### src/rtl/vend_ctrl_param.sv
// Vending-sale controller: accumulates coin credit toward PRICE, pulses
// vend_vld for one cycle once the price is met, then pays out change (or a
// cancel refund) one unit at a time over a chg_vld/chg_rdy handshake.
module vend_ctrl_param #(
  parameter int unsigned COIN_W   = 2,
  parameter int unsigned CREDIT_W = 4,
  parameter int unsigned PRICE    = 3
) (
  input  logic                clk,
  input  logic                rst_n,
  input  logic                coin_vld,
  input  logic [COIN_W-1:0]   coin_val,
  input  logic                cancel,
  output logic                vend_vld,
  output logic                chg_vld,
  input  logic                chg_rdy,
  output logic                refund,
  output logic                coin_acc,
  output logic                coin_rej,
  output logic                busy,
  output logic [CREDIT_W-1:0] credit
);

  localparam int unsigned MAX_CREDIT = (1 << CREDIT_W) - 1;
  localparam int unsigned COIN_MAX   = (1 << COIN_W) - 1;
  localparam int unsigned SUM_W      = CREDIT_W + 1;

  // Reject illegal parameter combinations at elaboration.
  if (PRICE == 0 || PRICE > MAX_CREDIT || COIN_MAX > MAX_CREDIT) begin : g_bad_param
    $error("vend_ctrl_param: illegal PRICE/COIN_W/CREDIT_W combination");
  end

  typedef enum logic [1:0] {
    IDLE    = 2'd0,
    COLLECT = 2'd1,
    VEND    = 2'd2,
    PAYOUT  = 2'd3
  } state_t;

  state_t              state, state_nxt;
  logic [CREDIT_W-1:0] credit_nxt;
  logic                refund_nxt;
  logic                acc_nxt;
  logic                rej_nxt;
  logic [SUM_W-1:0]    sum;
  logic                coin_present;

  assign sum          = {1'b0, credit} + SUM_W'(coin_val);
  assign coin_present = coin_vld && (coin_val != '0);

  // State, credit and all outputs are registered; Moore outputs decode next state.
  always_ff @(posedge clk or negedge rst_n) begin
    if (!rst_n) begin
      state    <= IDLE;
      credit   <= '0;
      refund   <= 1'b0;
      coin_acc <= 1'b0;
      coin_rej <= 1'b0;
      vend_vld <= 1'b0;
      chg_vld  <= 1'b0;
      busy     <= 1'b0;
    end else begin
      state    <= state_nxt;
      credit   <= credit_nxt;
      refund   <= refund_nxt;
      coin_acc <= acc_nxt;
      coin_rej <= rej_nxt;
      vend_vld <= (state_nxt == VEND);
      chg_vld  <= (state_nxt == PAYOUT);
      busy     <= (state_nxt == VEND) || (state_nxt == PAYOUT);
    end
  end

  // Next-state, credit update and coin accept/reject decision.
  always_comb begin
    state_nxt  = state;
    credit_nxt = credit;
    refund_nxt = refund;
    acc_nxt    = 1'b0;
    rej_nxt    = 1'b0;
    case (state)
      IDLE, COLLECT: begin
        if (cancel && (state == COLLECT)) begin
          // Honoured cancel wins over any coin presented in the same cycle.
          state_nxt  = PAYOUT;
          refund_nxt = 1'b1;
          rej_nxt    = coin_present;
        end else if (coin_present) begin
          if (sum > SUM_W'(MAX_CREDIT)) begin
            rej_nxt = 1'b1;
          end else begin
            acc_nxt    = 1'b1;
            credit_nxt = CREDIT_W'(sum);
            state_nxt  = (sum >= SUM_W'(PRICE)) ? VEND : COLLECT;
          end
        end
      end
      VEND: begin
        rej_nxt    = coin_present;
        credit_nxt = credit - CREDIT_W'(PRICE);
        refund_nxt = 1'b0;
        state_nxt  = (credit_nxt != '0) ? PAYOUT : IDLE;
      end
      PAYOUT: begin
        rej_nxt = coin_present;
        if (chg_rdy) begin
          credit_nxt = credit - CREDIT_W'(1);
          if (credit == CREDIT_W'(1)) begin
            state_nxt  = IDLE;
            refund_nxt = 1'b0;
          end
        end
      end
      default: begin
        state_nxt = IDLE;
      end
    endcase
  end

endmodule

### config.mk
export PLATFORM = sky130hd
export DESIGN_NAME = vend_ctrl_param
export DESIGN_NICKNAME = d
export VERILOG_FILES = /design/src/rtl/vend_ctrl_param.sv
export SDC_FILE = /design/constraint.sdc
export NUM_CORES = 1
export LEC_CHECK = 0
export ABC_AREA = 1
export CAP_MARGIN = 20
export CORE_MARGIN = 2
export CORE_UTILIZATION = 48
export CTS_CLUSTER_DIAMETER = 30
export CTS_CLUSTER_SIZE = 8
export DETAILED_ROUTE_END_ITERATION = 8
export GPL_TIMING_DRIVEN = 0
export MAX_ROUTING_LAYER = met4
export PLACE_DENSITY_LB_ADDON = 0.05
export SLEW_MARGIN = 20
export SYNTH_ARGS = -nofsm -noshare
export SYNTH_HDL_FRONTEND = slang
export SYNTH_SLANG_ARGS = --single-unit
### constraint.sdc
create_clock -name clk -period 2.4 [get_ports clk]
set_input_delay 0.48 -clock clk [delete_from_list [all_inputs] [get_ports clk]]
set_output_delay 0.48 -clock clk [all_outputs]
set_load 0.05 [all_outputs]
Run 1, register map, names as in the netlist:
Bar = 10 µm. Other sequential cells in the stronger gray, the rest of the logic in the fainter gray.
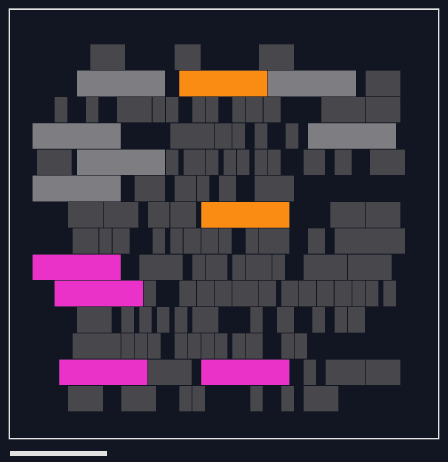
[orange] `state` | sequential cells: 2
[magenta] `credit` | sequential cells: 4 | where: lower left

Run 1, clock nets:
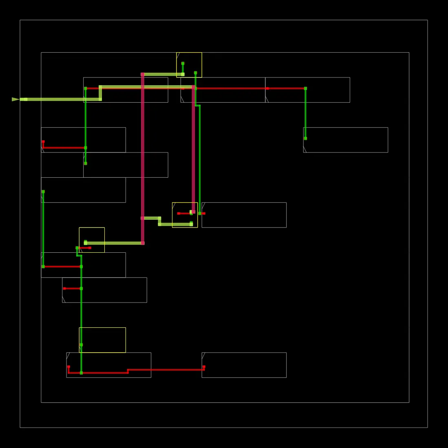
P_clk: 161 µW
number of clock sinks: 12

Run 1, port wiring:
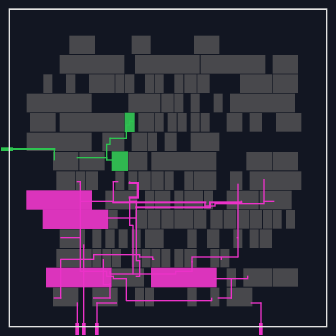
[magenta] `credit` | bits: 4 | direction: output | edge: bottom | end cells: 4 | buffers: 4 | wire: 216 µm
[green] `chg_rdy` | bits: 1 | direction: input | edge: left | end cells: 2 | buffers: 1 | wire: 21.8 µm

Run 1, cell sizes after repair:
Bar = 10 µm.
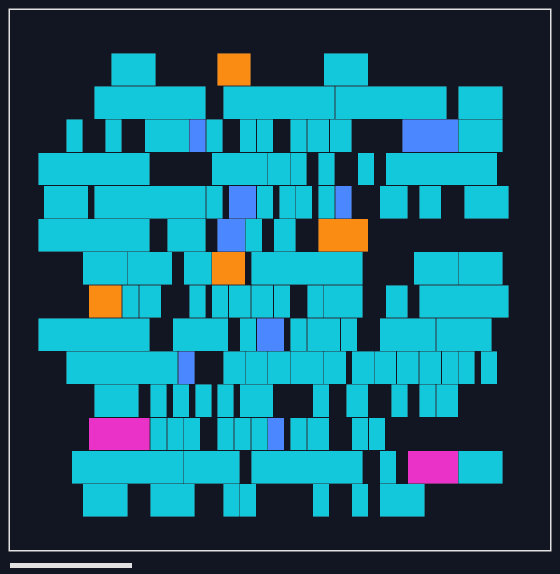
[cyan] _0 and _1 cells | cells: 108 | share: 89%
[magenta] _6 and larger | cells: 2 | share: 1.6%
[blue] _2 cells | cells: 8 | share: 6.6%
[orange] _3 and _4 cells | cells: 4 | share: 3.3%

==> flow.log, run 1 <==
[flow] summary of implementation run
INFO  metric critPathBufInv = 1
INFO  metric layout_setup_ws = 0.267 ns
INFO  metric fill_cell_count = between 100 and 150
INFO  metric crit_path_max_fanout = 7
INFO  metric worstSetupEndpointType = output port
INFO  metric post-route-period-util = between 80% and 90%
INFO  metric grt_use_met3 = roughly 5.3%
INFO  metric post_synth_xor_area_fraction = 1.12%
INFO  metric grt.met2_usage = roughly a third
INFO  metric ctsHoldBuffers = 0
INFO  metric route.layer.met1.wl = approximately 750 µm
INFO  metric synthMuxAreaShare = 0%
INFO  metric r2r-start = credit[0]
INFO  metric total_cell_area_reported_by_yosys_after_synthesis = just under 800 µm²
INFO  metric die_y = about 44 µm
INFO  metric met1_usage = 27.5%
INFO  metric detailed_route_wirelength_on_metal2 = around 770 µm
INFO  metric timing.max_cap.violations = 0
INFO  metric power = between 1500 and 2000 µW
INFO  metric worst_path_cell_trace = clkdlybuf4s50_1
INFO  metric synth.distinct_cells = 21
INFO  metric crit_required = between 1.5 and 2 ns
INFO  metric logic_area = 424 µm²
INFO  metric main_flop_type_after_synthesis = dfrtp_1
INFO  metric initCoreUtil = between 50% and 60%
INFO  metric tritoncts = yes
INFO  metric slew_violations = 0
INFO  metric portBuffers = 16
INFO  metric globalRouteOverflowTotal = 0
INFO  metric power.density_cell_area = between 1500 and 2000 nW/µm²
INFO  metric synth.logic.top_family = simple AND/OR/NAND/NOR gates
INFO  metric worst_ir_drop_vdd = around 950 µV
INFO  metric tns = 0 ns
INFO  metric holdWs = between 0.5 and 0.6 ns
INFO  metric multi_input_gate_count = between 70 and 80
INFO  metric hold_viol = 0
INFO  metric run_status = complete, no violations
INFO  metric worst_slew_margin_rel = around 59%
INFO  metric num-nonclk-inverters = 12
INFO  metric die_width = between 40 and 50 µm
INFO  metric largest-register = credit
INFO  metric syn-cell-area = 781 µm²
INFO  metric post_cts_resized = 0
INFO  metric worst_path_clk_slew = roughly 0.070 ns
INFO  metric post_synth_ao_oa_area_fraction = roughly 11%
INFO  metric drive_above_1_share = 11.5%
INFO  metric met3RoutedLength = 178 µm
INFO  metric seq_area = 300 µm²
INFO  metric antenna_found_initial = 0
INFO  metric boundaryPins = 17
INFO  metric buffer_levels_on_the_longest_clock_path = 2
INFO  metric cts-buffers-inserted = 3
INFO  metric detailedPlace.worstSlack = about 0.073 ns
INFO  metric final_cells = between 100 and 150
INFO  metric grt_start_max_net_pins = 13
INFO  metric path_depth = 1
INFO  metric timing.setup.critical_path_class = reg -> out
INFO  metric dp_hpwl = roughly 1300 µm
INFO  metric arrival = roughly 1.7 ns
INFO  metric warnings = 28
INFO  metric crit_slowest_cell = clkdlybuf4s50_1
INFO  metric final.clkbuf_count = 4
INFO  metric routed_via_density = about 5.4
INFO  metric drc_errors = 0
INFO  metric rr_worst_depth = 8
INFO  metric first_pass_iters = 4
INFO  metric setup.worst_path.start_class = flop
INFO  metric die_area = around 2000 µm²
INFO  metric post-route-cell-area = 997 µm²
INFO  metric gp_congestion = just over 0.8
INFO  metric cts.htree.levels = 1
INFO  metric grt.busiest_layer = met2
INFO  metric wl_per_cell = about 13 µm
INFO  metric yosys-stat-cells = 102
INFO  metric floorplan.core_area = about 1500 µm²
INFO  metric simple_gate_area_share = a little under a third
INFO  metric post-synth-top-count-cell = nand2_1
INFO  metric ys.warnings.count = 0
INFO  metric layout.nets = about 140
INFO  metric synth-edff-count = 0
INFO  metric p_leak = roughly 0.00049 µW
INFO  metric area_share_clock_buf_inv = 3.64%
INFO  metric crit_path_max_incr_delay = 0.87 ns
INFO  metric timing.fmax = between 400 and 500 MHz
INFO  metric synth_area_leader_cell = dfrtp_1
INFO  metric setup_violations = 0
INFO  metric vias = roughly 740
INFO  metric layout_top_registers = credit: 4 flops, state: 2 flops
INFO  metric top_layer_used = met4
INFO  metric sh_seq_area = between 30% and 40%
INFO  metric biggestCellCategory = logic gates
INFO  metric signal_buffer_area_fraction = ~17%
INFO  metric fin_skew = 0.00217 ns
INFO  metric post-place-cells = about 130
INFO  metric postRouteAntennaNets = 0
INFO  metric comb_area_share = between 40% and 50%
INFO  metric aggregate_routed_wire_length = approximately 1700 µm
INFO  metric tapCellCount = 16
INFO  metric post_dp_cell_area = 961 µm²
INFO  metric critical_path.endpoint = credit[1]
INFO  metric clock_insertion_delay_worst_skew = around 0.27 ns
INFO  metric synth_area_per_cell = between 7 and 8 µm²
INFO  metric post_cts_setup_buffer_count = 0
INFO  metric clk_root_buffer_cell = clkbuf_4
INFO  metric detailedRoute.firstIterationViolations = 12
INFO  metric grt_pass1_vias = ~700
INFO  metric ys_async_sr_fraction = 100%
INFO  metric largest_register_ffs = 4
INFO  metric synth.ff_latch_count = 12
INFO  metric placement_rows = 14
INFO  metric wire_length_of_the_first_global_routing_pass = between 2000 and 3000 µm
-- run 1: worst min-delay path by stage --
stage	startpoint	end	cells past startpoint
2_1_floorplan	rst_n	busy	0
3_3_place_gp	refund	refund	1
3_5_place_dp	refund	refund	1
4_1_cts	refund	refund	1
5_1_grt	refund	refund	1
6_report	refund	refund	1
-- run 1: placed cells by master (no fill, tap or decap), types with 4 or more instances in the layout --
cell	netlist	layout
nand2_1	31	31
clkdlybuf4s50_1	0	16
dfrtp_1	12	12
nand3_1	10	10
inv_1	8	8
nor2_1	8	8
o21ai_0	5	5
ha_1	5	5
inv_2	4	4
-- run 1: power breakdown --
part           total, µW  switching [µW]  internal (µW)
Clock                161            68.6           92.3
Sequential           378            93.5            285
Combinational       1020             660            357
==> run 2, diff against run 1 <==
--- a/config.mk
+++ b/config.mk
@@ -12,7 +12,9 @@
 export CTS_CLUSTER_DIAMETER = 30
 export CTS_CLUSTER_SIZE = 8
 export DETAILED_ROUTE_END_ITERATION = 8
+export GPL_ROUTABILITY_DRIVEN = 0
 export GPL_TIMING_DRIVEN = 0
+export HOLD_SLACK_MARGIN = 0.03
 export MAX_ROUTING_LAYER = met4
 export PLACE_DENSITY_LB_ADDON = 0.05
 export SLEW_MARGIN = 20
Run 2, port wiring:
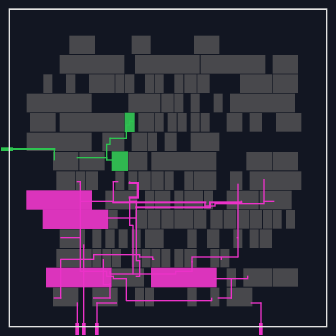
[magenta] `credit` | bits: 4 | direction: output | edge: bottom | end cells: 4 | buffers: 4 | wire: 216 µm
[green] `chg_rdy` | bits: 1 | direction: input | edge: left | end cells: 2 | buffers: 1 | wire: 21.8 µm

Run 2, routed metal, one color a layer:
Bar = 10 µm.
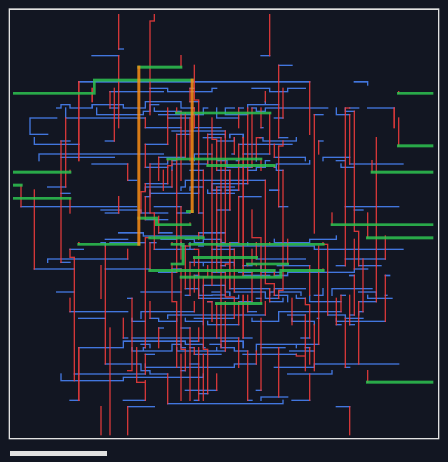
[red] metal 2 | wire length: 772 µm
[green] metal 3 | wire length: 179 µm
[orange] metal 4 | wire length: 32.0 µm
[blue] metal 1 | wire length: 755 µm
total global-route track usage: 21.7%
aggregate routed wire length: 1740 µm
detailed-route wire length per cell: 12.6 µm
total vias in the final route: 744

==> flow.log, run 2 <==
[flow] summary of implementation run
INFO  metric synth_area_leader_cell = dfrtp_1
INFO  metric timing.max_cap.violations = 0 (unchanged)
INFO  metric setup.worst_path.start_class = flop
INFO  metric critPathBufInv = 1 (unchanged)
INFO  metric critical_path.endpoint = credit[1]
INFO  metric wire_length_of_the_first_global_routing_pass = 2950 µm (unchanged)
INFO  metric ctsHoldBuffers = 0 (unchanged)
INFO  metric grt_start_max_net_pins = 13 (unchanged)
INFO  metric crit_required = 1.92 ns (about the same)
INFO  metric routed_via_density = 5.39 (unchanged)
INFO  metric synth.ff_latch_count = 12 (unchanged)
INFO  metric layout.nets = 136 (unchanged)
INFO  metric worstHoldPathCells = 1 (unchanged)
INFO  metric arrival = 1.65 ns (about the same)
INFO  metric ys.warnings.count = 0 (unchanged)
INFO  metric cts.sinks = 12 (unchanged)
INFO  metric worstSetupEndpointType = output port
INFO  metric slew_violations = 0 (unchanged)
INFO  metric run_status = complete, no violations
INFO  metric setup_violations = 0 (unchanged)
INFO  metric power.sequential.fraction = 24.3% (about the same)
INFO  metric detailedPlace.worstSlack = 0.0730 ns (unchanged)
INFO  metric post_cts_setup_buffer_count = 0 (unchanged)
INFO  metric layout.cells.most_common_list = nand2_1 (31), clkdlybuf4s50_1 (16), dfrtp_1 (12)
INFO  metric initCoreUtil = 51.2% (unchanged)
INFO  metric ys_async_sr_fraction = 100% (unchanged)
INFO  metric sw_frac_of_total = 52.8% (unchanged)
INFO  metric floorplan.core_area = 1520 µm² (unchanged)
INFO  metric crit_path_max_fanout = 7 (unchanged)
INFO  metric power = 1560 µW (unchanged)
INFO  metric path_depth = 1 (unchanged)
INFO  metric syn-cell-area = 781 µm² (unchanged)
INFO  metric synthMuxAreaShare = 0% (unchanged)
INFO  metric detailedRoute.firstIterationViolations = 12 (unchanged)
INFO  metric comb_cell_power = 1020 µW (about the same)
INFO  metric cts-buffers-inserted = 3 (unchanged)
INFO  metric power.group.top = combinational logic
INFO  metric post_synth_xor_area_fraction = 1.12% (unchanged)
INFO  metric layout_setup_ws = 0.267 ns (unchanged)
INFO  metric warnings = 28 (unchanged)
INFO  metric crit_path_max_incr_delay = 0.87 ns (about the same)
INFO  metric boundaryPins = 17 (unchanged)
INFO  metric dp_hpwl = 1290 µm (unchanged)
INFO  metric post-place-cells = 134 (unchanged)
INFO  metric yosys-stat-cells = 102 (unchanged)
INFO  metric postRouteAntennaNets = 0 (unchanged)
INFO  metric min_to = refund
INFO  metric post_dp_cell_area = 961 µm² (unchanged)
INFO  metric timing.fmax = 469 MHz (unchanged)
INFO  metric layout_top_registers = credit: 4 flops, state: 2 flops
INFO  metric post-route-period-util = 88.9% (unchanged)
INFO  metric cts.htree.levels = 1 (unchanged)
INFO  metric p_leak = 0.000493 µW (unchanged)
INFO  metric worst_path_clk_slew = 0.07 ns (about the same)
INFO  metric power.share.clock = 10.3% (about the same)
INFO  metric p_switching = 822 µW (unchanged)
INFO  metric post-synth-top-count-cell = nand2_1
INFO  metric die_width = 44.3 µm (unchanged)
INFO  metric holdCritStartpoint = refund
INFO  metric tritoncts = yes
INFO  metric rr_worst_depth = 8 (unchanged)
INFO  metric clock_insertion_delay_worst_skew = 0.27 ns (about the same)
INFO  metric synth.distinct_cells = 21 (unchanged)
INFO  metric buffer_levels_on_the_longest_clock_path = 2 (unchanged)
INFO  metric synth-edff-count = 0 (unchanged)
INFO  metric die_y = 44.3 µm (unchanged)
INFO  metric main_flop_type_after_synthesis = dfrtp_1
INFO  metric portBuffers = 16 (unchanged)
INFO  metric first_pass_iters = 4 (unchanged)
INFO  metric post_cts_resized = 0 (unchanged)
INFO  metric largest_register_ffs = 4 (unchanged)
INFO  metric pwr.group.clock = 161 µW (about the same)
INFO  metric post-route-cell-area = 997 µm² (unchanged)
INFO  metric synth.logic.top_family = simple AND/OR/NAND/NOR gates
INFO  metric holdWs = 0.533 ns (unchanged)
INFO  metric timing.setup.critical_path_class = reg -> out
INFO  metric final_cells = 138 (unchanged)
INFO  metric die_area = 1970 µm² (unchanged)
INFO  metric placement_rows = 14 (unchanged)
INFO  metric internal_power = 734 µW (unchanged)
INFO  metric tns = 0 ns (unchanged)
INFO  metric simple_gate_area_share = 31.6% (unchanged)
INFO  metric hold_viol = 0 (unchanged)
INFO  metric r2r-start = credit[0]
INFO  metric clk_root_buffer_cell = clkbuf_4
INFO  metric worst_ir_drop_vdd = 949 µV (unchanged)
INFO  metric crit_slowest_cell = clkdlybuf4s50_1
INFO  metric antenna_found_initial = 0 (unchanged)
[run 2: cell counts after synthesis]
Identical to the previous run, type by type.
[run 2: metal layers]
metal	vias to the layer above	track usage, %	wire length (µm)	share of wire (%)
li1	372	-	-	-
met1	330	27.5	754	43
met2	37	32.1	771	44
met3	5	5.31	178	10
met4	0	11.5	31	1.8
met5	-	-	0	0
[run 2: cell families after synthesis]
logic type	Yosys count
flip-flops	12
AND/OR/NAND/NOR	56
XOR/XNOR	1
AND-OR/OR-AND	14
adder cells (fa/ha/maj)	6
buffers and inverters	13
[run 2: layout make-up]
cell class              count  area [µm²]
fillers                   132         527
multi-input cells          77         424
flip-flops and latches     12         300
repair buffers             16         160
inverters                  12        45.0
clock buffers               4        36.3
well taps                  16        20.0
plain buffers               1        11.3
Run 2, cell sizes after repair:
Bar = 10 µm.
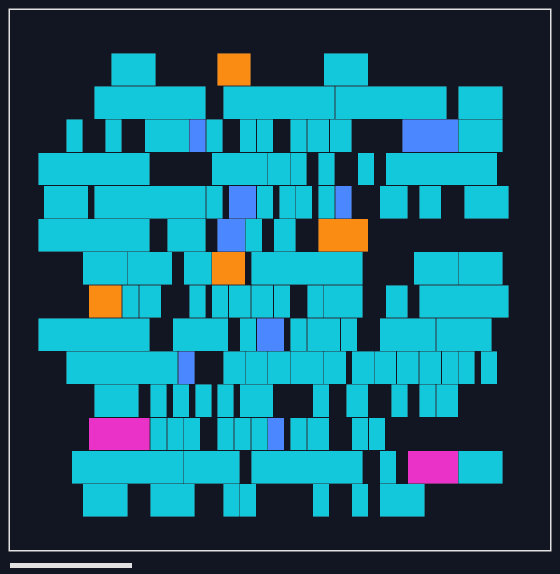

==> run 3, diff against run 2 <==
--- a/config.mk
+++ b/config.mk
@@ -8,7 +8,7 @@
 export ABC_AREA = 1
 export CAP_MARGIN = 20
 export CORE_MARGIN = 2
-export CORE_UTILIZATION = 48
+export CORE_UTILIZATION = 52
 export CTS_CLUSTER_DIAMETER = 30
 export CTS_CLUSTER_SIZE = 8
 export DETAILED_ROUTE_END_ITERATION = 8
@@ -17,6 +17,7 @@
 export HOLD_SLACK_MARGIN = 0.03
 export MAX_ROUTING_LAYER = met4
 export PLACE_DENSITY_LB_ADDON = 0.05
+export RECOVER_POWER = 50
 export SLEW_MARGIN = 20
 export SYNTH_ARGS = -nofsm -noshare
 export SYNTH_HDL_FRONTEND = slang
==> constraint.sdc (replaced) <==
create_clock -name clk -period 2.6 [get_ports clk]
set_input_delay 0.52 -clock clk [delete_from_list [all_inputs] [get_ports clk]]
set_output_delay 0.52 -clock clk [all_outputs]
set_load 0.05 [all_outputs]
Run 3, cell sizes after repair:
Bar = 10 µm.
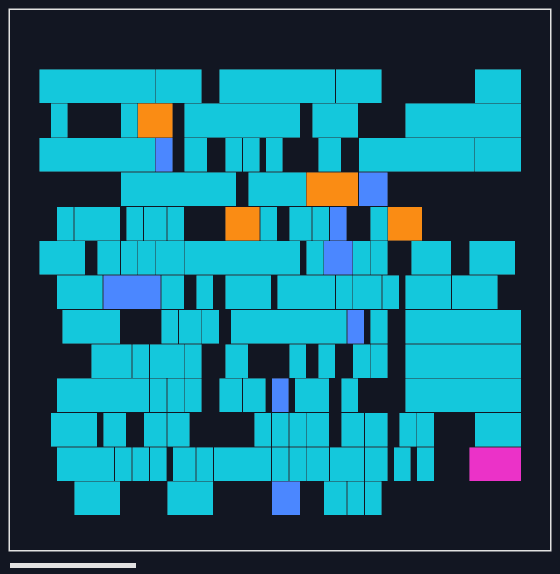
area growth from synthesis to final layout: 25.8%
non-clock buffer total of the final layout: 17
minimum setup slack in the final design: 0.368 ns
post-route cell area: 982 µm²

Run 3, port wiring:
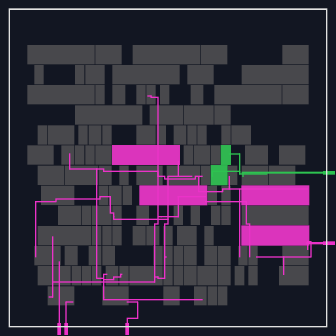
Port Buffers: 16
top-level I/O count: 17

==> flow.log, run 3 <==
[flow] summary of implementation run
INFO  metric run_status = complete, no violations
INFO  metric synth-edff-count = 0 (unchanged)
INFO  metric power.group.top = combinational logic
INFO  metric ys_async_sr_fraction = 100% (unchanged)
INFO  metric r2r-start = credit[0]
INFO  metric wire_length_of_the_first_global_routing_pass = 3020 µm (+2.3%)
INFO  metric grt.met2_usage = 38.5% (+6.4 points)
INFO  metric vias = 724 (-2.7%)
INFO  metric antenna_found_initial = 0 (unchanged)
INFO  metric post-route-period-util = 85.8%
INFO  metric holdWs = 0.520 ns (-0.0132 ns)
INFO  metric largest-register = credit
INFO  metric insertedDiodeCount = 0
INFO  metric power.density_cell_area = around 1400 nW/µm²
INFO  metric synth_area_leader_cell = dfrtp_1
INFO  metric rr_worst_depth = 8 (unchanged)
INFO  metric power.sequential.total = around 350 µW
INFO  metric critical_path.endpoint = credit[1]
INFO  metric synth_area_per_cell = roughly 7.7 µm²
INFO  metric synthTopCellsByArea = dfrtp_1 (38%), nand2_1 (15%), ha_1 (8.0%)
INFO  metric path_depth = 9 (+8)
INFO  metric post_synth_xor_area_fraction = 1.12% (unchanged)
INFO  metric grt_pass1_vias = a little over 700
INFO  metric ctsHoldBuffers = 0 (unchanged)
INFO  metric cts-buffers-inserted = 3 (unchanged)
INFO  metric timing.max_cap.violations = 0 (unchanged)
INFO  metric regToRegEndpoint = credit[1]
INFO  metric yosys-stat-cells = 102 (unchanged)
INFO  metric arrival = 2.39 ns (+0.74 ns)
INFO  metric syn-cell-area = 781 µm² (unchanged)
INFO  metric largest_register_ffs = 4 (unchanged)
INFO  metric buffer_levels_on_the_longest_clock_path = 2 (unchanged)
INFO  metric final_cells = 136 (-1.4%)
INFO  metric met3RoutedLength = 135 µm (-24%)
INFO  metric tritoncts = yes
INFO  metric met1_usage = 25.3% (-2.2 points)
INFO  metric post_cts_setup_buffer_count = 0 (unchanged)
INFO  metric power = 1390 µW (-11%)
INFO  metric power.share.clock = 7.9% (-2.4 points)
INFO  metric globalRouteOverflowTotal = 0
INFO  metric synth.ff_latch_count = 12 (unchanged)
INFO  metric post_cts_resized = 0 (unchanged)
INFO  metric detailedRoute.firstIterationViolations = 20 (+8)
INFO  metric crit_path_max_incr_delay = 0.58 ns (-0.29 ns)
INFO  metric ys.warnings.count = 0 (unchanged)
INFO  metric post-synth-top-count-cell = nand2_1
INFO  metric worstSetupEndpointType = flop
INFO  metric die_y = 42.8 µm (-3.6%)
INFO  metric routed_via_density = 5.32 (-1.3%)
INFO  metric tns = 0 ns (unchanged)
INFO  metric share_of_power_burned_in_combinational_logic = 66.7%
INFO  metric synth_adder_area_share = about a tenth
INFO  metric path_delay_family = adder cells
INFO  metric internal_power = 639 µW (-13%)
INFO  metric grtUsageTotal = 22.6% (+0.88 points)
INFO  metric worstHoldPathCells = 1 (unchanged)
INFO  metric aggregate_routed_wire_length = 1690 µm (-2.8%)
INFO  metric worst_pin_slew = ~0.52 ns
INFO  metric crit_required = 2.76 ns (+0.84 ns)
INFO  metric cts.sinks = 12 (unchanged)
INFO  metric synth.cells.most_frequent = nand2_1 (31), dfrtp_1 (12), nand3_1 (10), inv_1 (8), nor2_1 (8)
INFO  metric rrSetupSlack = approximately 0.74 ns
INFO  metric timing.fmax = 448 MHz
INFO  metric synth.net_count = between 100 and 150
INFO  metric die_area = 1830 µm² (-7.0%)
INFO  metric setup.worst_path.start_class = input pin
INFO  metric postRouteAntennaNets = 0 (unchanged)
INFO  metric synth.yosys.seq_area_share = 38.5%
INFO  metric path_common_cell = nand2_1
INFO  metric hold_viol = 0 (unchanged)
INFO  metric comb_cell_power = 924 µW (-9%)
INFO  metric detailed_route_wirelength_on_metal2 = 820 µm (+6.4%)
INFO  metric power.sequential.fraction = 25.3% (+1.0 points)
INFO  metric grt_setup_unrepaired = no
INFO  metric hp-class = reg -> reg
INFO  metric synth.distinct_cells = 21 (unchanged)
INFO  metric main_flop_type_after_synthesis = dfrtp_1
INFO  metric worst_path_cell_trace = dlygate4sd3_1 -> ha_1 -> fa_1 -> nand3_1 -> o211ai_2 -> nand2_1 -> nand2_2 -> nand2_1 -> o21ai_1
INFO  metric warnings = 28 (unchanged)
INFO  metric p_switching = 746 µW (-9.2%)
INFO  metric layout.cells.most_common_list = nand2_1 (31), dfrtp_1 (12), clkdlybuf4s50_1 (12)
INFO  metric dp_hpwl = 1340 µm (+3.9%)
INFO  metric layout_top_cell = nand2_1
INFO  metric worst_path_clk_slew = 0.07 ns (about the same)
INFO  metric grt_use_met3 = 6.81% (+1.5 points)
INFO  metric placement_rows = 13 (-1)
INFO  metric clk_root_buffer_cell = clkbuf_4
INFO  metric crit_slowest_cell = dlygate4sd3_1
INFO  metric p_leak = 0.000489 µW (-0.83%)
INFO  metric post_synth_ao_oa_area_fraction = between 10% and 20%
INFO  metric cts.htree.levels = 1 (unchanged)
INFO  metric synth.logic.top_family = simple AND/OR/NAND/NOR gates
INFO  metric crit_path_max_fanout = 6 (-1)
INFO  metric setup_violations = 0 (unchanged)
INFO  metric synthCells = slightly above 100
INFO  metric grt.busiest_layer = met2
INFO  metric min_to = refund
INFO  metric total_cell_area_reported_by_yosys_after_synthesis = 781 µm²
INFO  metric route.layer.met1.wl = 704 µm (-6.6%)
INFO  metric worst_ir_drop_vdd = 755 µV (-20%)
INFO  metric cp-startpoint = coin_val[0]
INFO  metric sw_frac_of_total = 53.9% (+1.0 points)
INFO  metric wl_per_cell = 12.4 µm (-1.4%)
INFO  metric simple_gate_area_share = 31.6% (unchanged)
INFO  metric clock_insertion_delay_worst_skew = 0.27 ns (about the same)
INFO  metric critPathBufInv = 1 (unchanged)
INFO  metric layout.nets = 136 (unchanged)
INFO  metric pwr.group.clock = 110 µW (-32%)
INFO  metric initCoreUtil = 57.8% (+6.6 points)
INFO  metric final_min_period = 2.23 ns
INFO  metric die_width = 42.8 µm (-3.6%)
INFO  metric worst_slew_margin_rel = 65.0%
INFO  metric slew_violations = 0 (unchanged)
INFO  metric drive_above_1_share = a little over a tenth
INFO  metric final_core_utilization = between 70 and 80%
INFO  metric holdCritStartpoint = refund
INFO  metric post-place-cells = 133 (-0.75%)
INFO  metric fin_skew = 0.00317 ns
INFO  metric drc_errors = 0
INFO  metric floorplan.core_area = 1350 µm² (-11%)
INFO  metric top_layer_used = met4
INFO  metric layout_top_registers = credit: 4 flops, state: 2 flops
INFO  metric first_pass_iters = 4 (unchanged)
INFO  metric timing.setup.critical_path_class = in -> reg
INFO  metric yosysTopAreaCellShare = between 30 and 40%
INFO  metric grt_start_max_net_pins = 13 (unchanged)
INFO  metric synthMuxAreaShare = 0% (unchanged)
## run 3: cell count changes in the layout (fill, tap and decap cells not counted)
cell             before  now
dlygate4sd3_1         0    4
clkdlybuf4s50_1      16   12
clkbuf_8              1    0
## run 3: final cells by class
cell class / instances / area [µm²]
Fill cell: 112 / 368
Buffer: 1 / 11.3
Sequential cell: 12 / 300
Timing Repair Buffer: 16 / 160
Tap cell: 15 / 18.8
Multi-Input combinational cell: 77 / 424
Inverter: 12 / 45.0
Clock buffer: 3 / 22.5
## run 3: metrics by stage
step                      worst slack (ns)  cell area [µm²]
after global placement               0.254              960
after detailed placement             0.216              960
final                                0.368              982
after CTS                            0.429              982
after floorplan                      0.652              781
after global routing                 0.264              982
Power is estimated from default activity; no workload was simulated.
